Fig. 1: gate families picked out
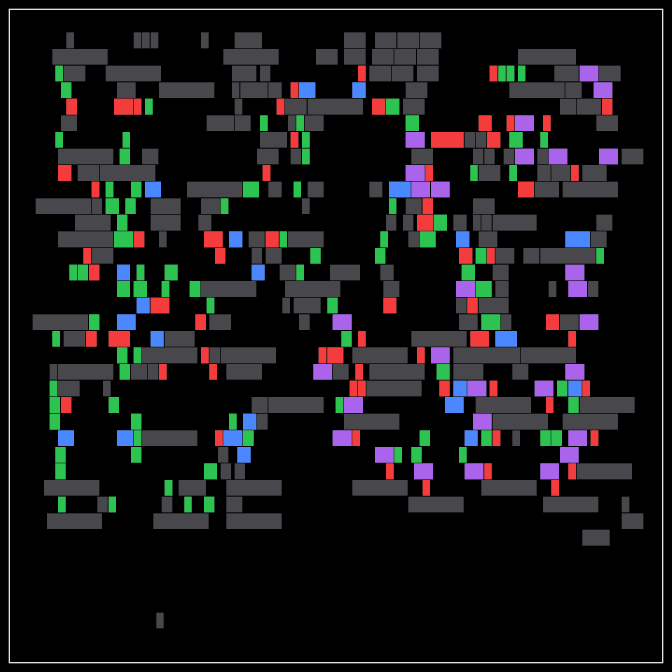
Fig. 2: register map, names as in the netlist
Bar = 20 um. Other sequential cells in the stronger gray, the rest of the logic in the fainter gray.
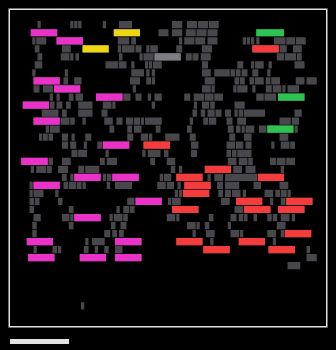
Fig. 3: routing congestion
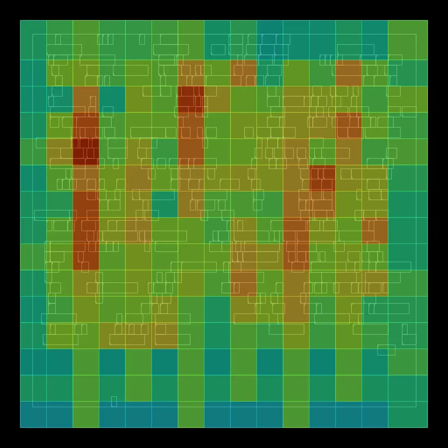
Fig. 4: clock distribution
Bar = 20 um.
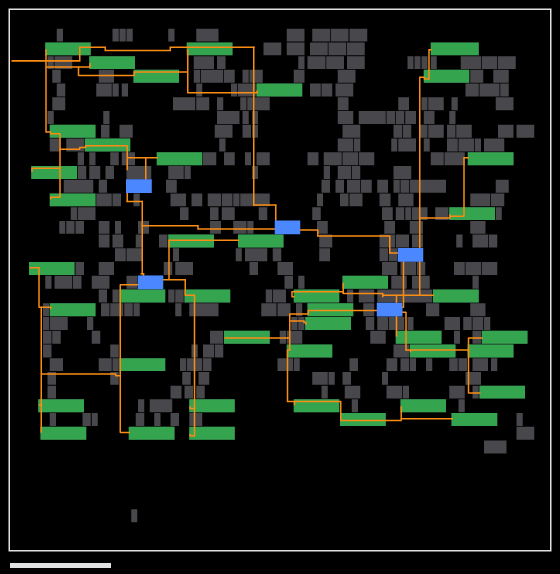
Fig. 5: placement by cell class
Bar = 20 um.
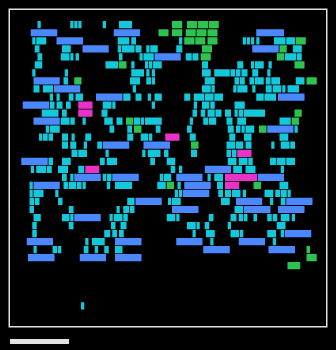
===== src/rtl/tone_synth.sv =====
// Square-wave note synthesizer: plays the indexed note as a glitch-free square wave,
// switching notes only on half-period boundaries with an optional silent gap.
module tone_synth #(
  parameter int                 CLK_FREQ   = 50_000_000,
  parameter logic signed [15:0] AMPLITUDE  = 16'sd8000,
  parameter int                 GAP_CYCLES = 500_000
) (
  input  logic               clk,
  input  logic               resetN,
  input  logic               enable_in,
  input  logic [3:0]         tone,
  output logic               audio_out,
  output logic signed [15:0] audio_sample,
  output logic               playing
);

  localparam int GW = (GAP_CYCLES > 1) ? $clog2(GAP_CYCLES) : 1;
  localparam logic [GW-1:0] GAP_LAST = GW'((GAP_CYCLES > 0) ? GAP_CYCLES - 1 : 0);

  typedef enum logic [1:0] {
    S_IDLE,
    S_PLAY,
    S_GAP
  } state_t;

  // Half-period lengths in clk cycles: CLK_FREQ / (2 * note frequency).
  function automatic logic [16:0] half_of(input logic [2:0] t);
    case (t)
      3'd0:    half_of = 17'(CLK_FREQ / 880);
      3'd1:    half_of = 17'(CLK_FREQ / 988);
      3'd2:    half_of = 17'(CLK_FREQ / 1046);
      3'd3:    half_of = 17'(CLK_FREQ / 1174);
      3'd4:    half_of = 17'(CLK_FREQ / 1318);
      3'd5:    half_of = 17'(CLK_FREQ / 1396);
      3'd6:    half_of = 17'(CLK_FREQ / 1568);
      default: half_of = 17'(CLK_FREQ / 1760);
    endcase
  endfunction

  state_t          r_state,    w_state_nx;
  logic [16:0]     r_cnt,      w_cnt_nx;
  logic            r_sq,       w_sq_nx;
  logic [2:0]      r_cur_tone, w_cur_tone_nx;
  logic [GW-1:0]   r_gap_cnt,  w_gap_cnt_nx;
  logic            w_req;
  logic            w_boundary;

  assign w_req      = enable_in && !tone[3];
  assign w_boundary = (r_cnt == half_of(r_cur_tone) - 17'd1);

  always_ff @(posedge clk or negedge resetN) begin
    if (!resetN) begin
      r_state    <= S_IDLE;
      r_cnt      <= '0;
      r_sq       <= 1'b0;
      r_cur_tone <= '0;
      r_gap_cnt  <= '0;
    end else begin
      r_state    <= w_state_nx;
      r_cnt      <= w_cnt_nx;
      r_sq       <= w_sq_nx;
      r_cur_tone <= w_cur_tone_nx;
      r_gap_cnt  <= w_gap_cnt_nx;
    end
  end

  always_comb begin
    w_state_nx    = r_state;
    w_cnt_nx      = r_cnt;
    w_sq_nx       = r_sq;
    w_cur_tone_nx = r_cur_tone;
    w_gap_cnt_nx  = r_gap_cnt;
    case (r_state)
      S_IDLE: begin
        w_cnt_nx = '0;
        w_sq_nx  = 1'b0;
        if (w_req) begin
          w_cur_tone_nx = tone[2:0];
          w_sq_nx       = 1'b1;
          w_state_nx    = S_PLAY;
        end
      end
      S_PLAY: begin
        w_cnt_nx = r_cnt + 17'd1;
        // Inputs are only acted on at the end of a half-period.
        if (w_boundary) begin
          w_cnt_nx = '0;
          if (!w_req) begin
            w_sq_nx    = 1'b0;
            w_state_nx = S_IDLE;
          end else if (tone[2:0] == r_cur_tone) begin
            w_sq_nx = ~r_sq;
          end else if (GAP_CYCLES > 0) begin
            w_sq_nx       = 1'b0;
            w_gap_cnt_nx  = '0;
            w_cur_tone_nx = tone[2:0];
            w_state_nx    = S_GAP;
          end else begin
            w_cur_tone_nx = tone[2:0];
            w_sq_nx       = ~r_sq;
          end
        end
      end
      S_GAP: begin
        w_sq_nx      = 1'b0;
        w_gap_cnt_nx = r_gap_cnt + GW'(1);
        if (!w_req) begin
          w_cnt_nx   = '0;
          w_state_nx = S_IDLE;
        end else if (r_gap_cnt == GAP_LAST) begin
          w_cur_tone_nx = tone[2:0];
          w_cnt_nx      = '0;
          w_sq_nx       = 1'b1;
          w_state_nx    = S_PLAY;
        end
      end
      default: begin
        w_cnt_nx   = '0;
        w_sq_nx    = 1'b0;
        w_state_nx = S_IDLE;
      end
    endcase
  end

  assign audio_out    = r_sq;
  assign playing      = (r_state != S_IDLE);
  assign audio_sample = (r_state == S_PLAY) ? (r_sq ? AMPLITUDE : -AMPLITUDE) : '0;

endmodule


===== config.mk =====
export PLATFORM = sky130hd
export DESIGN_NAME = tone_synth
export DESIGN_NICKNAME = d
export VERILOG_FILES = /design/src/rtl/tone_synth.sv
export SDC_FILE = /design/constraint.sdc
export NUM_CORES = 1
export LEC_CHECK = 0
export CAP_MARGIN = 20
export CELL_PAD_IN_SITES_DETAIL_PLACEMENT = 0
export CELL_PAD_IN_SITES_GLOBAL_PLACEMENT = 1
export CORE_MARGIN = 3
export CORE_UTILIZATION = 30
export CTS_CLUSTER_SIZE = 40
export DETAILED_ROUTE_END_ITERATION = 16
export PLACE_DENSITY = 0.57
export RECOVER_POWER = 50
export SLEW_MARGIN = 5
export SYNTH_ARGS = -nofsm -noshare
export SYNTH_HDL_FRONTEND = slang
export SYNTH_SLANG_ARGS = --single-unit

===== constraint.sdc =====
create_clock -name clk -period 3 [get_ports clk]
set_input_delay 0.3 -clock clk [delete_from_list [all_inputs] [get_ports clk]]
set_output_delay 0.3 -clock clk [all_outputs]
set_load 0.01 [all_outputs]

==> COMMIT_EDITMSG <==
Add synthesis and place-and-route results

- HP Class: reg2reg
- For this run, the script counts the antenna cells in the layout as 0.
- In this run the clock root is driven by a sky130_fd_sc_hd__clkbuf_8.
- Bufs on Longest Clock Path: 2
- Initial antenna violation count: 0
* Slew HR: 0.0927
- met2 track demand over resource after global routing is 0.241.
- Per the Yosys statistics, synthesis produced 364 cells.
- Walking the critical path from launch to capture passes 9 cell instances.
* Xor/xnor share: 0.0830
* Status: completed
- Source-to-sink clock delay at the later pin of the worst-skew pair: 0.30 ns
- Standby leakage power: 1.52 nW
* Reg with most FFs: r_gap_cnt
* Minimum period implied by the final worst setup slack: 2.72 ns
- Of the total power, the share spent switching nets is 0.398.
- Count of placed standard cells including taps: 498
* Final setup violation count: 0
* Setup total negative slack: 0 ns
- Total DRC errors in the routed layout: 0
- Init Core Util: 0.310
- Die Y: 107 um
- Count of flip-flops and latches: 42
* Clk sinks: 42
- According to the timing report, the arrival time at the worst endpoint equals 2.96 ns.
- Per the CTS log, the maximum H-tree level is 2.
* Registers with the highest flip-flop counts: r_gap_cnt: 19 flops, r_cnt: 17 flops, r_cur_tone: 3 flops
- The worst register-to-register path ends at r_gap_cnt[18].
- Grouping stages by cell kind, the critical path spends the most delay in simple AND/OR/NAND/NOR gates.
- Main power group: combinational logic
- # hold bufs at CTS: 0
* Share of the clock period used by the worst path: 0.907
- The via count of the first global-routing pass came to 2546.
- RD Place Congestion: 0.745
* Slowest cell on the critical path: sky130_fd_sc_hd__or4_1
* Metal3 WL: 215 um
- Combinational gate area: 0.00179 mm^2
- Post-cts repair resize count: 0
## Picture notes: Fig. 1
blue -> and/or cells  # cells 22
red -> nor cells  # cells 64
green -> nand cells  # cells 85
purple -> xor and xnor cells  # cells 29
Layout Cells excl Fill: 507
share of the final layout cell area in multi-input gates: 0.519
most instantiated logic cell after routing: sky130_fd_sc_hd__dfrtp_1

## Picture notes: Fig. 2
yellow -> r_state  # flops 2
magenta -> r_gap_cnt  # flops 19
green -> r_cur_tone  # flops 3
red -> r_cnt  # flops 17
not colored = 1
register area: 0.00105 mm^2
register fraction of the total cell area: 0.305

## Picture notes: Fig. 3
met1 usage: 0.185
total track usage: 0.143
WL/cell: 15.1 um
busiest grt layer: met2

## Picture notes: Fig. 4
blue -> clock-net drivers  # count 5
orange -> clock wires  # length 718 um
green -> flip-flops  # count 42
flops lie = widely spread
routed clock nets = 6
Fin Clk Skew: 0.00755 ns
clock share of power: 0.209

## Picture notes: Fig. 5
green -> remaining buffers and delay cells  # cells 32
blue -> registers  # cells 42
cyan -> remaining logic cells  # cells 293
magenta -> clock drivers and dummy loads  # cells 7
Final Core Density: 0.350
design area: 0.00345 mm^2
row count: 36
core region area: 0.00986 mm^2

## synthesized netlist by cell type (2+ instances only)
cell type	n	share of area
sky130_fd_sc_hd__nand4_1	6	0.012
sky130_fd_sc_hd__o22ai_1	3	0.0061
sky130_fd_sc_hd__a211o_1	2	0.0057
sky130_fd_sc_hd__and4_1	3	0.0086
sky130_fd_sc_hd__nand3b_1	3	0.0074
sky130_fd_sc_hd__xnor2_1	7	0.020
sky130_fd_sc_hd__mux2i_1	9	0.029
sky130_fd_sc_hd__a31oi_1	5	0.010
sky130_fd_sc_hd__a21oi_1	9	0.015
sky130_fd_sc_hd__buf_2	9	0.015
sky130_fd_sc_hd__nor3_1	11	0.018
sky130_fd_sc_hd__o21ai_0	17	0.028
sky130_fd_sc_hd__ha_1	6	0.025
sky130_fd_sc_hd__nand3_1	31	0.051
sky130_fd_sc_hd__buf_1	2	0.0025
sky130_fd_sc_hd__nor2b_1	6	0.012
sky130_fd_sc_hd__nand2_1	38	0.047
sky130_fd_sc_hd__nor3b_1	3	0.0074
sky130_fd_sc_hd__inv_1	11	0.013
sky130_fd_sc_hd__and3_1	5	0.010
sky130_fd_sc_hd__clkbuf_1	8	0.0098
sky130_fd_sc_hd__o31ai_1	5	0.012
sky130_fd_sc_hd__o41ai_2	2	0.011
sky130_fd_sc_hd__xor2_1	22	0.063
sky130_fd_sc_hd__nand4b_1	2	0.0057
sky130_fd_sc_hd__nor4b_1	4	0.011
sky130_fd_sc_hd__and2_1	5	0.010
sky130_fd_sc_hd__dfrtp_1	42	0.34
sky130_fd_sc_hd__nor2_1	37	0.045
sky130_fd_sc_hd__mux2_2	5	0.018
sky130_fd_sc_hd__or4_1	4	0.0098
sky130_fd_sc_hd__buf_4	14	0.034
sky130_fd_sc_hd__nand2b_1	5	0.010
Power and IR drop assume default switching activity.
